[config.mk]
export PLATFORM = sky130hd
export DESIGN_NAME = axi_read_master
export DESIGN_NICKNAME = d
export VERILOG_FILES = /design/src/rtl/axi_read_master.sv
export SDC_FILE = /design/constraint.sdc
export NUM_CORES = 1
export LEC_CHECK = 0
export ABC_AREA = 1
export CORE_MARGIN = 2
export CORE_UTILIZATION = 43
export CTS_CLUSTER_DIAMETER = 80
export DETAILED_ROUTE_END_ITERATION = 10
export PLACE_DENSITY = 0.8
export SLEW_MARGIN = 25
export SYNTH_ARGS = -nofsm -noshare
export SYNTH_HDL_FRONTEND = slang
export SYNTH_SLANG_ARGS = --single-unit
[constraint.sdc]
create_clock -name aclk -period 1.99 [get_ports aclk]
set_input_delay 0.2985 -clock aclk [delete_from_list [all_inputs] [get_ports aclk]]
set_output_delay 0.2985 -clock aclk [all_outputs]
set_load 0.01 [all_outputs]
[src/rtl/axi_read_master.sv]
// AXI4 read-burst master: takes one {addr, len} command, issues a single INCR
// burst on AR, and forwards the R beats through a registered valid/ready stage.
//
// state | meaning
// IDLE  | waiting for a command, cmd_ready high
// ADDR  | presenting the burst on AR until arready
// DATA  | accepting R beats into the output register
// DONE  | one-cycle completion pulse carrying the error flag
module axi_read_master #(
   parameter int DATA_WIDTH    = 32,
   parameter int STROBE_WIDTH  = DATA_WIDTH / 8,
   parameter int ADDRESS_WIDTH = 8,
   parameter int SIZE_LOG2     = $clog2(STROBE_WIDTH)
) (
   input  logic                     aclk,
   input  logic                     areset,
   input  logic [ADDRESS_WIDTH-1:0] cmd_addr,
   input  logic [7:0]               cmd_len,
   input  logic                     cmd_valid,
   output logic                     cmd_ready,
   output logic [ADDRESS_WIDTH-1:0] araddr,
   output logic [7:0]               arlen,
   output logic [2:0]               arsize,
   output logic [1:0]               arburst,
   output logic                     arvalid,
   input  logic                     arready,
   input  logic [DATA_WIDTH-1:0]    rdata,
   input  logic [1:0]               rresp,
   input  logic                     rlast,
   input  logic                     rvalid,
   output logic                     rready,
   output logic [DATA_WIDTH-1:0]    out_data,
   output logic                     out_last,
   output logic                     out_valid,
   input  logic                     out_ready,
   output logic                     done,
   output logic                     done_err
);

   typedef enum logic [1:0] {
      IDLE = 2'd0,
      ADDR = 2'd1,
      DATA = 2'd2,
      DONE = 2'd3
   } state_t;

   localparam logic [ADDRESS_WIDTH-1:0] ADDR_MASK =
      ~ADDRESS_WIDTH'((1 << SIZE_LOG2) - 1);

   state_t                   state_q, state_d;
   logic [ADDRESS_WIDTH-1:0] addr_q, addr_d;
   logic [7:0]               len_q, len_d;
   logic [8:0]               cnt_q, cnt_d;
   logic                     err_q, err_d;
   logic [DATA_WIDTH-1:0]    out_data_q, out_data_d;
   logic                     out_last_q, out_last_d;
   logic                     out_valid_q, out_valid_d;

   logic                     r_hs;
   logic [8:0]               cnt_inc;
   logic [8:0]               len_plus1;

   assign araddr    = addr_q;
   assign arlen     = len_q;
   assign arsize    = 3'(SIZE_LOG2);
   assign arburst   = 2'b01;
   assign out_data  = out_data_q;
   assign out_last  = out_last_q;
   assign out_valid = out_valid_q;

   // Counter saturates so an overlong burst without rlast cannot wrap back
   // onto a matching length.
   assign cnt_inc   = (cnt_q == 9'h1FF) ? cnt_q : cnt_q + 9'd1;
   assign len_plus1 = {1'b0, len_q} + 9'd1;
   assign r_hs      = rvalid && rready;

   always_ff @(posedge aclk) begin
      if (areset) begin
         state_q     <= IDLE;
         addr_q      <= '0;
         len_q       <= '0;
         cnt_q       <= '0;
         err_q       <= 1'b0;
         out_data_q  <= '0;
         out_last_q  <= 1'b0;
         out_valid_q <= 1'b0;
      end else begin
         state_q     <= state_d;
         addr_q      <= addr_d;
         len_q       <= len_d;
         cnt_q       <= cnt_d;
         err_q       <= err_d;
         out_data_q  <= out_data_d;
         out_last_q  <= out_last_d;
         out_valid_q <= out_valid_d;
      end
   end

   always_comb begin
      state_d   = state_q;
      addr_d    = addr_q;
      len_d     = len_q;
      cnt_d     = cnt_q;
      err_d     = err_q;
      cmd_ready = 1'b0;
      arvalid   = 1'b0;
      rready    = 1'b0;
      done      = 1'b0;
      done_err  = 1'b0;
      case (state_q)
         IDLE: begin
            cmd_ready = !areset;
            if (cmd_valid && cmd_ready) begin
               addr_d  = cmd_addr & ADDR_MASK;
               len_d   = cmd_len;
               cnt_d   = '0;
               err_d   = 1'b0;
               state_d = ADDR;
            end
         end
         ADDR: begin
            arvalid = 1'b1;
            if (arready) state_d = DATA;
         end
         DATA: begin
            // Accept only when the output register is empty or draining now.
            rready = !out_valid_q || out_ready;
            if (rvalid && rready) begin
               cnt_d = cnt_inc;
               if (rresp != 2'b00) err_d = 1'b1;
               if (rlast) begin
                  if (cnt_inc != len_plus1) err_d = 1'b1;
                  state_d = DONE;
               end
            end
         end
         DONE: begin
            done     = 1'b1;
            done_err = err_q;
            state_d  = IDLE;
         end
         default: state_d = IDLE;
      endcase
   end

   always_comb begin
      out_data_d  = out_data_q;
      out_last_d  = out_last_q;
      out_valid_d = out_valid_q;
      if (r_hs) begin
         out_data_d  = rdata;
         out_last_d  = rlast;
         out_valid_d = 1'b1;
      end else if (out_valid_q && out_ready) begin
         out_valid_d = 1'b0;
      end
   end

endmodule
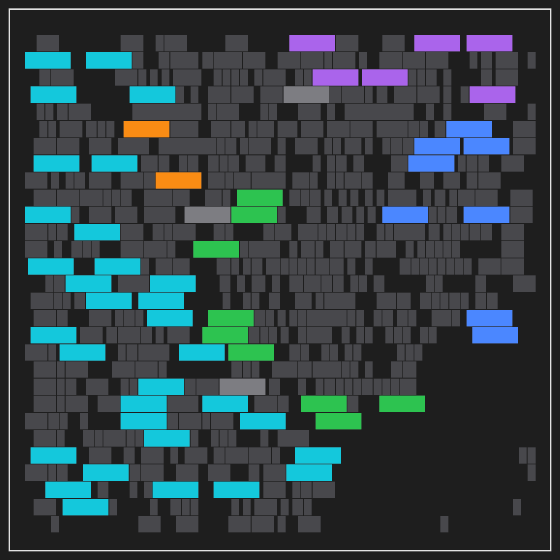
Figure 1: register map, names as in the netlist.
Other sequential cells in the stronger gray, the rest of the logic in the fainter gray.
netlist name	color	placed flops
out_data	cyan	32
cnt_q	green	9
araddr	purple	6
arlen	blue	8
state_q	orange	2
not colored	3
Sequential Power: 1.55 mW
Layout Utilization: 67.0%
FF/Latch Area: 0.00120 sq mm
Seq/total area: 28.1%

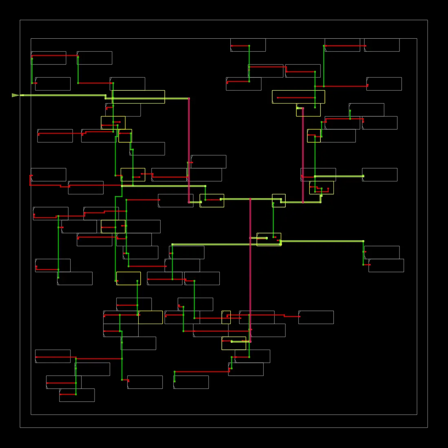
Figure 2: clock wiring as the flow saved it.
Layout Skew: 0.00807 ns
Late-Pin Clk Latency: 0.34 ns
cts bufs inserted: 9
clock buf count: 10

==> impl_metrics.json <==
{
  "top_area_cell": "dfxtp_1",
  "dieArea_sq_mm": 0.00731,
  "hold_ws_ns": 0.460,
  "grt_usage_pct": 22.2,
  "netlist_area_sq_mm": 0.00286,
  "clock.fmax_ghz": 0.539,
  "final.setup.tns_ns": 0,
  "arrival_ns": 2.08,
  "maxPowerGroup": "registers",
  "clk_pin_slew_ns": 0.07,
  "met1Wirelength_um": 3190,
  "die_width_um": 85.5,
  "synth.distinct_cells": 28,
  "top_cell": "nand2_1",
  "cp_top_family": "simple AND/OR/NAND/NOR gates",
  "firstDrtPassIters": 5,
  "yosys_warnings": 0,
  "drtIter0Drc": 115,
  "die_h_um": 85.5,
  "top_area_share_pct": 42.1,
  "postRouteAntennaNets": 0,
  "drt-total-wl_um": 7800,
  "route.met2.wl_um": 3790,
  "drive_above_1_share_pct": 9.50,
  "p_sw_mw": 1.31,
  "reg2reg_to": "err_q",
  "fin_crit_sh_pct": 93.2,
  "place_congestion": 0.889,
  "clock_area_share_pct": 5.26,
  "ff2ff_setup_slack_ns": 0.13,
  "globalRouteMet2Util_pct": 37.6,
  "row_count": 29,
  "setup_slack_ns": 0.135,
  "hold_viol_final": 0,
  "comb_share_pct": 33.4,
  "cts_root_buf": "clkbuf_8",
  "outcome": "completed",
  "portBuffers": 107,
  "buf_share_pct": 27.5,
  "r2r_start": "cnt_q[0]",
  "logic_area_sq_mm": 0.00143,
  "hold_end": "araddr[6]",
  "h-tree-depth": 3,
  "io_pins": 117,
  "cpPeakStageDelay_ns": 0.35,
  "path_cells": "ha_2 > nand2_2 > nor2_4 > nand3_4 > nand2_1 > nand2_1 > nand2_1 > nand3_1 > nor2_1 > nand3_1 > nand2_1 > nand2_1 > nand2_1 > a21oi_2",
  "cts_tree": "yes",
  "clockPowerShare_pct": 29.6,
  "tool_warnings": 32
}
==> cells by family after synthesis <==
group | share of synthesized area (%)
simple gates | 32.6
compound gates | 12.1
buf+inv | 9.07
flops | 42.1
fa+ha+maj | 3.07
xor+xnor | 0.920
other cells | 0.263
==> worst max-delay path by stage <==
stage                     from      to  cells after the start
finish                cnt_q[0]   err_q                     14
global route          cnt_q[1]   err_q                     13
global placement     out_ready  rready                      6
floorplan             cnt_q[0]   err_q                     14
CTS                 state_q[0]  rready                      5
detailed placement    cnt_q[0]   err_q                     13
==> flip-flops by register name, summed over array words and instances (netlist names) <==
signal     cells
out_data      32
out_last       1
cnt_q          9
err_q          1
state_q        2
arlen          8
araddr         6
out_valid      1
Power figures rest on the tool's default switching activity, not on a simulated workload.
